--- src/rtl/multi_cycle_control_unit.sv ---
// Multi-cycle control FSM for the RV32I core.
// Sequences fetch, decode, execute, memory and writeback through one shared
// ALU and one handshaked unified memory port, counts retired instructions and
// raises a sticky trap on any opcode it cannot execute.
module multi_cycle_control_unit #(
   parameter int ENABLE_JUMP  = 1,
   parameter int ENABLE_UPPER = 1,
   parameter int CNT_W        = 32
) (
   input  logic             clk,
   input  logic             rst_n,
   input  logic [6:0]       opcode,
   input  logic             branch_taken,
   input  logic             mem_ready,
   output logic             mem_req,
   output logic             mem_we,
   output logic             mem_addr_src,
   output logic             ir_write,
   output logic             pc_write,
   output logic [1:0]       pc_src,
   output logic [1:0]       alu_src_a,
   output logic [1:0]       alu_src_b,
   output logic [1:0]       alu_op,
   output logic             reg_write,
   output logic [1:0]       wb_sel,
   output logic             illegal,
   output logic [2:0]       state,
   output logic [CNT_W-1:0] instret
);

   localparam logic [6:0] OP_R      = 7'b0110011;
   localparam logic [6:0] OP_I      = 7'b0010011;
   localparam logic [6:0] OP_LOAD   = 7'b0000011;
   localparam logic [6:0] OP_STORE  = 7'b0100011;
   localparam logic [6:0] OP_BRANCH = 7'b1100011;
   localparam logic [6:0] OP_JAL    = 7'b1101111;
   localparam logic [6:0] OP_JALR   = 7'b1100111;
   localparam logic [6:0] OP_LUI    = 7'b0110111;
   localparam logic [6:0] OP_AUIPC  = 7'b0010111;

   localparam bit JUMP_ON  = (ENABLE_JUMP != 0);
   localparam bit UPPER_ON = (ENABLE_UPPER != 0);
   localparam logic [CNT_W-1:0] CNT_ONE = {{(CNT_W-1){1'b0}}, 1'b1};

   typedef enum logic [2:0] {
      FETCH  = 3'd0,
      DECODE = 3'd1,
      EXEC   = 3'd2,
      MEM    = 3'd3,
      WB     = 3'd4,
      BRANCH = 3'd5,
      JUMP   = 3'd6,
      TRAP   = 3'd7
   } state_t;

   state_t           state_q;
   state_t           state_next;
   logic             illegal_q;
   logic [CNT_W-1:0] instret_q;
   logic             retire;

   logic is_r, is_i, is_load, is_store, is_branch;
   logic is_jal, is_jalr, is_lui, is_auipc;

   // Opcode classes; disabled groups simply never match and fall into TRAP
   always_comb begin
      is_r      = (opcode == OP_R);
      is_i      = (opcode == OP_I);
      is_load   = (opcode == OP_LOAD);
      is_store  = (opcode == OP_STORE);
      is_branch = (opcode == OP_BRANCH);
      is_jal    = JUMP_ON  && (opcode == OP_JAL);
      is_jalr   = JUMP_ON  && (opcode == OP_JALR);
      is_lui    = UPPER_ON && (opcode == OP_LUI);
      is_auipc  = UPPER_ON && (opcode == OP_AUIPC);
   end

   // Next-state selection and the retire strobe for the final step of each instruction
   always_comb begin
      state_next = state_q;
      retire     = 1'b0;
      unique case (state_q)
         FETCH: begin
            if (mem_ready) state_next = DECODE;
         end
         DECODE: begin
            if (is_r || is_i || is_load || is_store || is_jalr || is_lui || is_auipc)
               state_next = EXEC;
            else if (is_branch)
               state_next = BRANCH;
            else if (is_jal)
               state_next = JUMP;
            else
               state_next = TRAP;
         end
         EXEC: begin
            state_next = (is_load || is_store) ? MEM : WB;
         end
         MEM: begin
            if (mem_ready) begin
               if (is_store) begin
                  state_next = FETCH;
                  retire     = 1'b1;
               end else begin
                  state_next = WB;
               end
            end
         end
         WB: begin
            state_next = FETCH;
            retire     = 1'b1;
         end
         BRANCH: begin
            state_next = FETCH;
            retire     = 1'b1;
         end
         JUMP: begin
            state_next = WB;
         end
         TRAP: begin
            state_next = TRAP;
         end
         default: begin
            state_next = FETCH;
         end
      endcase
   end

   // State, retired-instruction counter and sticky trap flag
   always_ff @(posedge clk or negedge rst_n) begin
      if (!rst_n) begin
         state_q   <= FETCH;
         instret_q <= '0;
         illegal_q <= 1'b0;
      end else begin
         state_q <= state_next;
         if (retire) instret_q <= instret_q + CNT_ONE;
         if (state_next == TRAP) illegal_q <= 1'b1;
      end
   end

   // Datapath control decoded from the current state and the latched opcode
   always_comb begin
      mem_req      = 1'b0;
      mem_we       = 1'b0;
      mem_addr_src = 1'b0;
      ir_write     = 1'b0;
      pc_write     = 1'b0;
      pc_src       = 2'd0;
      alu_src_a    = 2'd0;
      alu_src_b    = 2'd0;
      alu_op       = 2'b00;
      reg_write    = 1'b0;
      wb_sel       = 2'd0;
      unique case (state_q)
         FETCH: begin
            mem_req   = 1'b1;
            alu_src_b = 2'd2;
            if (mem_ready) begin
               ir_write = 1'b1;
               pc_write = 1'b1;
            end
         end
         DECODE: begin
            alu_src_a = 2'd2;
            alu_src_b = 2'd1;
         end
         EXEC: begin
            if (is_r) begin
               alu_src_a = 2'd1;
               alu_op    = 2'b11;
            end else if (is_i) begin
               alu_src_a = 2'd1;
               alu_src_b = 2'd1;
               alu_op    = 2'b10;
            end else if (is_load || is_store) begin
               alu_src_a = 2'd1;
               alu_src_b = 2'd1;
            end else if (is_lui) begin
               alu_src_a = 2'd3;
               alu_src_b = 2'd1;
            end else if (is_auipc) begin
               alu_src_a = 2'd2;
               alu_src_b = 2'd1;
            end else if (is_jalr) begin
               alu_src_a = 2'd1;
               alu_src_b = 2'd1;
               pc_write  = 1'b1;
               pc_src    = 2'd2;
            end
         end
         MEM: begin
            mem_req      = 1'b1;
            mem_addr_src = 1'b1;
            mem_we       = is_store;
         end
         WB: begin
            reg_write = 1'b1;
            if (is_load)
               wb_sel = 2'd1;
            else if (is_jal || is_jalr)
               wb_sel = 2'd2;
         end
         BRANCH: begin
            alu_src_a = 2'd1;
            alu_op    = 2'b01;
            if (branch_taken) begin
               pc_write = 1'b1;
               pc_src   = 2'd1;
            end
         end
         JUMP: begin
            pc_write = 1'b1;
            pc_src   = 2'd1;
         end
         TRAP: begin
         end
         default: begin
         end
      endcase
   end

   assign state   = state_q;
   assign instret = instret_q;
   assign illegal = illegal_q;

endmodule

--- config.mk ---
export PLATFORM = sky130hd
export DESIGN_NAME = multi_cycle_control_unit
export DESIGN_NICKNAME = d
export VERILOG_FILES = /design/src/rtl/multi_cycle_control_unit.sv
export SDC_FILE = /design/constraint.sdc
export NUM_CORES = 1
export LEC_CHECK = 0
export CAP_MARGIN = 20
export CORE_UTILIZATION = 48
export CTS_BUF_LIST = sky130_fd_sc_hd__clkbuf_4 sky130_fd_sc_hd__clkbuf_8
export DETAILED_ROUTE_END_ITERATION = 16
export PLACE_DENSITY = 0.82
export SLEW_MARGIN = 30
export SYNTH_ARGS = -nofsm -noshare
export SYNTH_HDL_FRONTEND = slang
export SYNTH_SLANG_ARGS = --single-unit
--- constraint.sdc ---
create_clock -name clk -period 2.1 [get_ports clk]
set_input_delay 0.42 -clock clk [delete_from_list [all_inputs] [get_ports clk]]
set_output_delay 0.42 -clock clk [all_outputs]
set_load 0.03 [all_outputs]
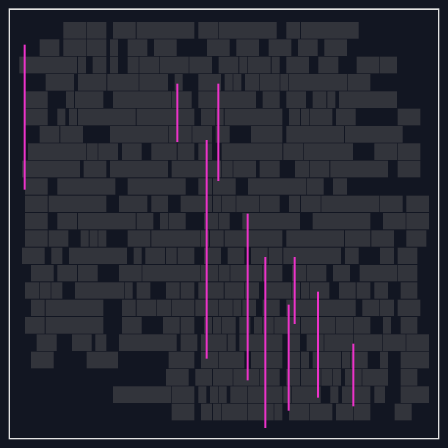
Fig. 1. Signal wires on met4.
longest straight run: 34.0 um
share of all routed wire: 3.3%
main direction: vertical
nets with wire on the layer: 9
wire length on this layer: 185 um

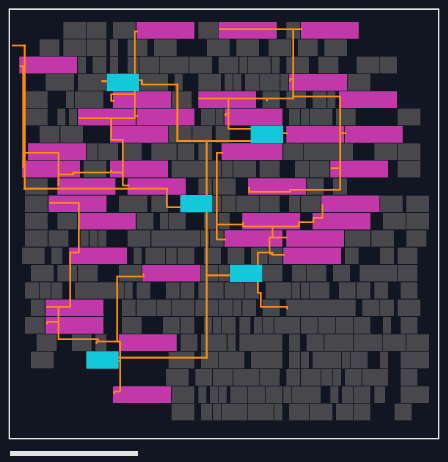
Fig. 2. Routed clock nets over the placement.
Bar = 20 um.
[flip-flops] magenta | count: 36
[cells driving clock nets] cyan | count: 5
[clock wires] orange | length: 456 um
routed clock nets: 6

==> flow_summary.json <==
{
  "relSlewSlack_pct": 66.0,
  "track_usage_pct": 26.7,
  "hold_violations": 0,
  "holdWs_ns": 0.479,
  "nets": 309,
  "cts_buffer_depth": 2,
  "fillCellCount": 277,
  "cpMaxStageDelayCell": "clkdlybuf4s50_1",
  "endpoint_kind": "primary output",
  "crit_required_ns": 1.68,
  "final_area_um2": 3100,
  "dieWidth_um": 67.1,
  "worstSetupPathType": "in2out",
  "p_total_uw": 2960,
  "route.detailed.drc": 0,
  "min_path_type": "reg2reg",
  "fin_util_pct": 77.0,
  "synth_nets": 216,
  "powerDensity_nw_per_um2": 954,
  "stdcell_count": 348,
  "grt_max_degree": 37,
  "cts.htree.levels": 2,
  "fmax_mhz": 480,
  "fp_util_pct": 50.5,
  "synthArstFlopShare_pct": 100,
  "status": "finished, final reports clean",
  "top_area_share_pct": 44.3,
  "tightest_slew_ns": 0.506,
  "ys_chip_area_um2": 2030,
  "avgViaCountPerCell": 5.55,
  "combPwrFrac_pct": 48.4,
  "rsz0062_at_grt": "yes",
  "ant_nets": 0,
  "ys_sh_aoi_pct": 5.35,
  "simple_gate_area_share_pct": 32.6,
  "wl_um": 5640,
  "ys_top_cells_by_area": "dfrtp_1 (44%), xor2_1 (6.9%), xnor2_1 (6.5%)",
  "ys.flops": 36,
  "finalSetupTns_ns": 0,
  "setup_viol": 0,
  "dp_slack_ns": -0.138,
  "cp_num_buf_inv": 4,
  "dp_hpwl_um": 3720,
  "path_clk_slew_ns": 0.07,
  "cts_tree": "built",
  "dr.pass1.iters": 4,
  "syn_to_final_growth_pct": 52.5,
  "synth-xor-area-share_pct": 13.3,
  "vias": 1932,
  "yosys_cells": 204,
  "cp.arrival_ns": 1.66,
  "synth.largest_area_cell": "dfrtp_1",
  "rows": 23,
  "cts_buffers": 5,
  "n_antenna_cell": 0,
  "p_sw_uw": 1190,
  "holdBufCountCts": 0,
  "clock_latency_ns": 0.30,
  "fin_ws_ns": 0.0157,
  "grt_pass1_vias": 1822,
  "finalMaxSlewViolations": 0
}
## per-layer routing
metal	routed length (um)	track usage [%]
met5	0	0
met4	184	13.3
met3	313	5.82
met2	2780	43.9
met1	2360	32.7
## Yosys cell counts, types with 3 or more instances
cell,n
nor2b_1,4
and3_1,6
and2_1,3
nand4_1,9
xor2_1,16
nor4_2,4
nor3_1,9
o21ai_0,4
nand2b_1,5
nand4_4,3
nor2_1,18
a21oi_1,4
dfrtp_1,36
nand2_1,21
inv_1,8
xnor2_1,15
nand3_1,9
## sequential cells by signal, summed over array words and instances, names as in the netlist
register  flops
illegal       1
instret      32
state         3
## repair_timing
action                     CTS  global route
pin swaps                    4             9
setup endpoints to repair   11            28
setup buffers                5             1
resized                     21            20
## worst paths after layout
kind	from	to	slack, ns	depth (start not counted)
hold / removal	instret[31]	instret[31]	0.48	1
setup / recovery	opcode[5]	alu_src_b[0]	0.02	7
max in group asynchronous	rst_n	state[1]	1.23	2
hold reg to reg	instret[31]	instret[31]	0.48	1
setup reg to reg	instret[5]	instret[19]	0.16	5
min in group asynchronous	rst_n	instret[19]	0.52	2
## power groups by stage
stage / clock [uW] / sequential, uW / combinational (uW)
finish: 614 / 914 / 1430
floorplan: 0 / 1060 / 605
global route: 658 / 927 / 1510
CTS: 617 / 908 / 1410
detailed placement: 0 / 916 / 1350
global placement: 0 / 910 / 1310
## cell type report
cell class / instances / area, um^2 / share of cell area [%]
multi-input cells: 155 / 1150 / 37.2
clock inverters: 2 / 35.0 / 1.13
repair buffers: 91 / 841 / 27.1
well taps: 50 / 62.6 / 2.02
inverters: 8 / 30.0 / 0.968
flip-flops and latches: 36 / 902 / 29.1
clock buffers: 6 / 76.3 / 2.46
Power and IR drop assume default switching activity.
